**Run 1: met1 routing**

The bar under the picture is 20 µm long.
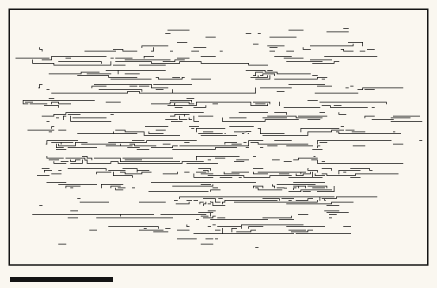
**Run 1: M2 wires**

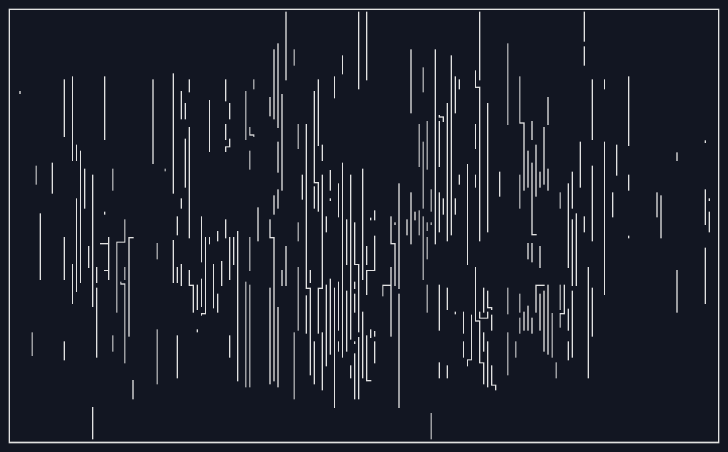
**Run 1: metal 3**

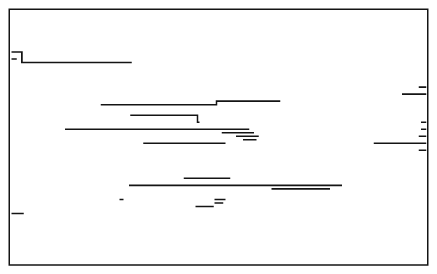
==> config.mk <==
export PLATFORM = sky130hd
export DESIGN_NAME = uart_rx_deserializer
export DESIGN_NICKNAME = d
export VERILOG_FILES = /design/src/rtl/uart_rx_deserializer.sv
export SDC_FILE = /design/constraint.sdc
export NUM_CORES = 1
export LEC_CHECK = 0
export CAP_MARGIN = 20
export CORE_ASPECT_RATIO = 0.6
export CORE_UTILIZATION = 45
export CTS_CLUSTER_DIAMETER = 120
export DETAILED_ROUTE_END_ITERATION = 10
export PLACE_DENSITY_LB_ADDON = 0.15
export SLEW_MARGIN = 5
export SYNTH_ARGS = -nofsm -noshare
export SYNTH_HDL_FRONTEND = slang
export SYNTH_SLANG_ARGS = --single-unit
==> constraint.sdc <==
create_clock -name sysclk -period 2.2 [get_ports sysclk]
set_input_delay 0.44 -clock sysclk [delete_from_list [all_inputs] [get_ports sysclk]]
set_output_delay 0.44 -clock sysclk [all_outputs]
set_load 0.01 [all_outputs]
==> flow_summary.json, run 1 <==
{
  "cp_num_cells": 3,
  "ff2ff_setup_slack_ns": 0.15,
  "layoutNonFillerInstCount": 215,
  "place_congestion": 0.777,
  "syn_nets": 158,
  "synth-seq-cells": 35,
  "regArea_um2": 878,
  "fin_setup_tns_ns": 0,
  "buf_share": 0.103,
  "yosysSeqAreaShare": 0.524,
  "comb_area_frac": 0.374,
  "dieWidth_um": 80.8,
  "utilization": 0.585,
  "power_density_nw_per_um2": 566,
  "total_power_mw": 1.13,
  "die_area_um2": 3980,
  "ys_cells": 149,
  "fmax_mhz": 477,
  "crit_arrival_ns": 1.66,
  "yosys-stat-area_um2": 1680,
  "die_y_um": 49.3,
  "switching_power_uw": 226,
  "crit_family": "buffers and inverters",
  "synth.most_common_cell": "dfrtp_1",
  "p_sw_frac": 0.201,
  "viasPerCell": 5.51,
  "max_stage_delay_ns": 0.48,
  "p_clk_frac": 0.402,
  "flop_cell": "dfrtp_1",
  "ys_types": 38,
  "layout_top_cells": "33 x dfrtp_1, 16 x clkdlybuf4s50_1, 15 x mux2_2",
  "fillCellCount": 283,
  "status": "complete, no violations",
  "placedCellCount": 208,
  "inverters_excl_clock": 5,
  "post-route-min-period_ns": 2.10,
  "warnings": 26,
  "common_cells": "33 x dfrtp_1, 15 x mux2_2, 13 x nand2_1",
  "seq_cells": 35,
  "cp_slowest_cell": "clkdlybuf4s50_1",
  "grt_pass1_wl_um": 5520,
  "clkbuf_count": 6,
  "worstPathMaxFanout": 13,
  "finalHoldViolCount": 0,
  "drt_iter0_drc": 67,
  "postCtsHoldBufs": 0,
  "leakagePower_nw": 0.867,
  "placementRows": 16,
  "yosysTopAreaCell": "dfrtp_1",
  "io_buffers": 16
}
-- 'met1 routing' (at the start) --
The layer holds 52% of the routed length. 165 nets have wire on it. The longest straight run is 29.9 µm. The layer carries 1670 µm of wire. The wires run mostly horizontal.
via count: 1184
met1 Use GR: 0.292
total wire length: 3240 µm

-- 'M2 wires' (at the start) --
The longest straight run is 22.1 µm. The wires run mostly vertical. The layer holds 40% of the routed length.
GR Layer Usage met2: 0.252

-- 'metal 3' (at the start) --
The layer carries 227 µm of wire. 21 nets have wire on it. The layer holds 7.0% of the routed length.
grt met3 use: 0.0561

-- run 1: power groups by stage --
| stage | sequential (mW) | combinational, mW | clock, mW |
|---|---|---|---|
| global placement | 0.663 | 0.0233 | 0 |
| detailed placement | 0.663 | 0.0233 | 0 |
| finish | 0.652 | 0.0225 | 0.453 |
| global route | 0.652 | 0.0260 | 0.506 |
| CTS | 0.652 | 0.0235 | 0.462 |
| floorplan | 0.660 | 0.00380 | 0 |
-- run 1: layer usage --
layer  up-vias  routed length [µm]  GRT usage
met5         -                   0          0
met4         0                  28     0.0536
met3         4                 227     0.0561
met2        39                1310      0.252
met1       566                1670      0.292
li1        575                   -          -
**Run 1: nets reached from selected ports**

The bar under the picture is 20 µm long.
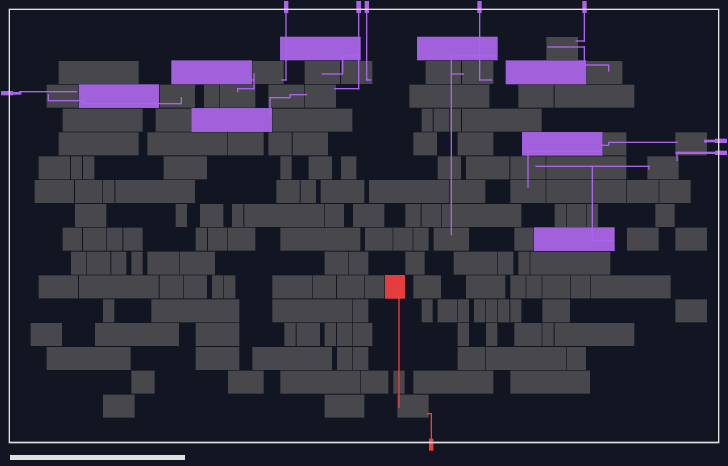

==> run 2: changes to the inputs <==
- CORE_MARGIN: unset -> 2
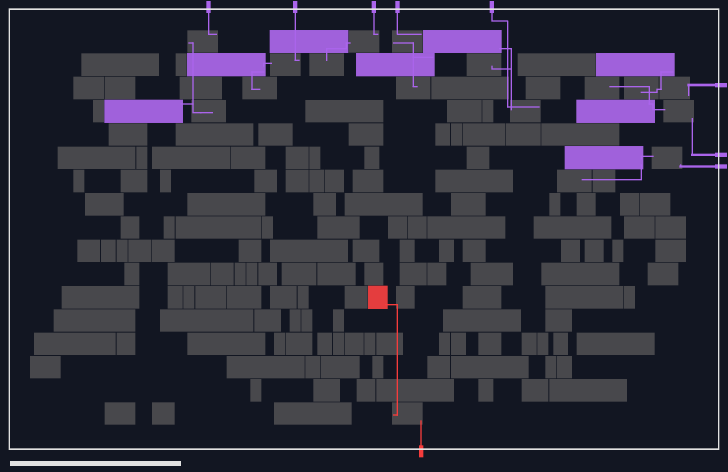
**Above:** run 2 (nets reached from selected ports).
The bar under the picture is 20 µm long.
Key: purple = rx_data [direction output, edge 5 top, 3 right, end cells 8, buffers 8, wire 119 µm]; red = rx_busy [direction output, edge bottom, end cells 1, buffers 1, wire 17.6 µm]
port bufs: 16
I/O pin total: 17

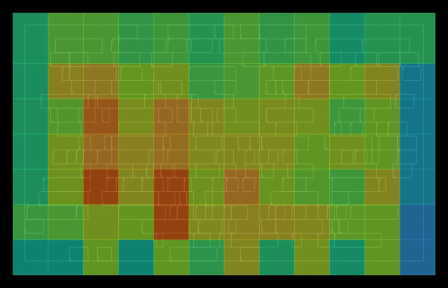
**Above:** run 2 (routing congestion map).
GRT busiest layer: met2
Post-Route Utilization: 0.556
met1 Use GR: 0.231
grt met3 use: 0.0517

==> run 2 against run 1 <==
Power is 8.9% higher. Global-route usage shrank 2.3 points. Via count rose by 0.93%. Worst setup slack improved by 0.012 ns. Clock power increased by 22%. Critical endpoint unchanged. Largest cell class unchanged. Largest power group unchanged.
==> flow_summary.json, run 2 <==
{
  "status": "complete, no violations",
  "yosysTopAreaCell": "dfrtp_1",
  "switching_power_uw": 240,
  "power.group.top": "registers",
  "dieWidth_um": 82.8,
  "worstPathMaxFanout": 11,
  "leakagePower_nw": 0.871,
  "inverters_excl_clock": 5,
  "power_clock_uw": 553,
  "fillCellCount": 318,
  "vias": 1195,
  "crit_arrival_ns": 1.64,
  "buf_share": 0.102,
  "powerSeq_uw": 651,
  "yosysSeqAreaShare": 0.524,
  "max_stage_delay_ns": 0.49,
  "pg_comb_uw": 22.8,
  "synth-seq-cells": 35,
  "die_area_um2": 4250,
  "met3_length_um": 148,
  "ff2ff_setup_slack_ns": 0.21,
  "power_density_nw_per_um2": 611,
  "flop_cell": "dfrtp_1",
  "place_congestion": 0.733
}
run 2: cell types whose count changed in the layout (fill, tap and decap cells not counted):
cell	change
and3_2	+1
clkbuf_8	-1
clkbuf_1	+1
bufinv_16	+1
clkinv_2	-1
and3_1	-1
run 2: through the flow:
| stage | cell area [µm²] | total power [mW] | cells | setup slack [ns] | hold WS (ns) |
|---|---|---|---|---|---|
| after global placement | 1910 | 0.687 | 210 | 0.251 | 0.351 |
| after floorplan | 1680 | 0.664 | 149 | 0.434 | 0.144 |
| after CTS | 2010 | 1.24 | 217 | 0.117 | 0.359 |
| after global routing | 2010 | 1.28 | 217 | 0.0658 | 0.364 |
| after detailed placement | 1910 | 0.687 | 210 | 0.172 | 0.350 |
| final | 2010 | 1.23 | 217 | 0.116 | 0.358 |
Power and IR drop assume default switching activity.
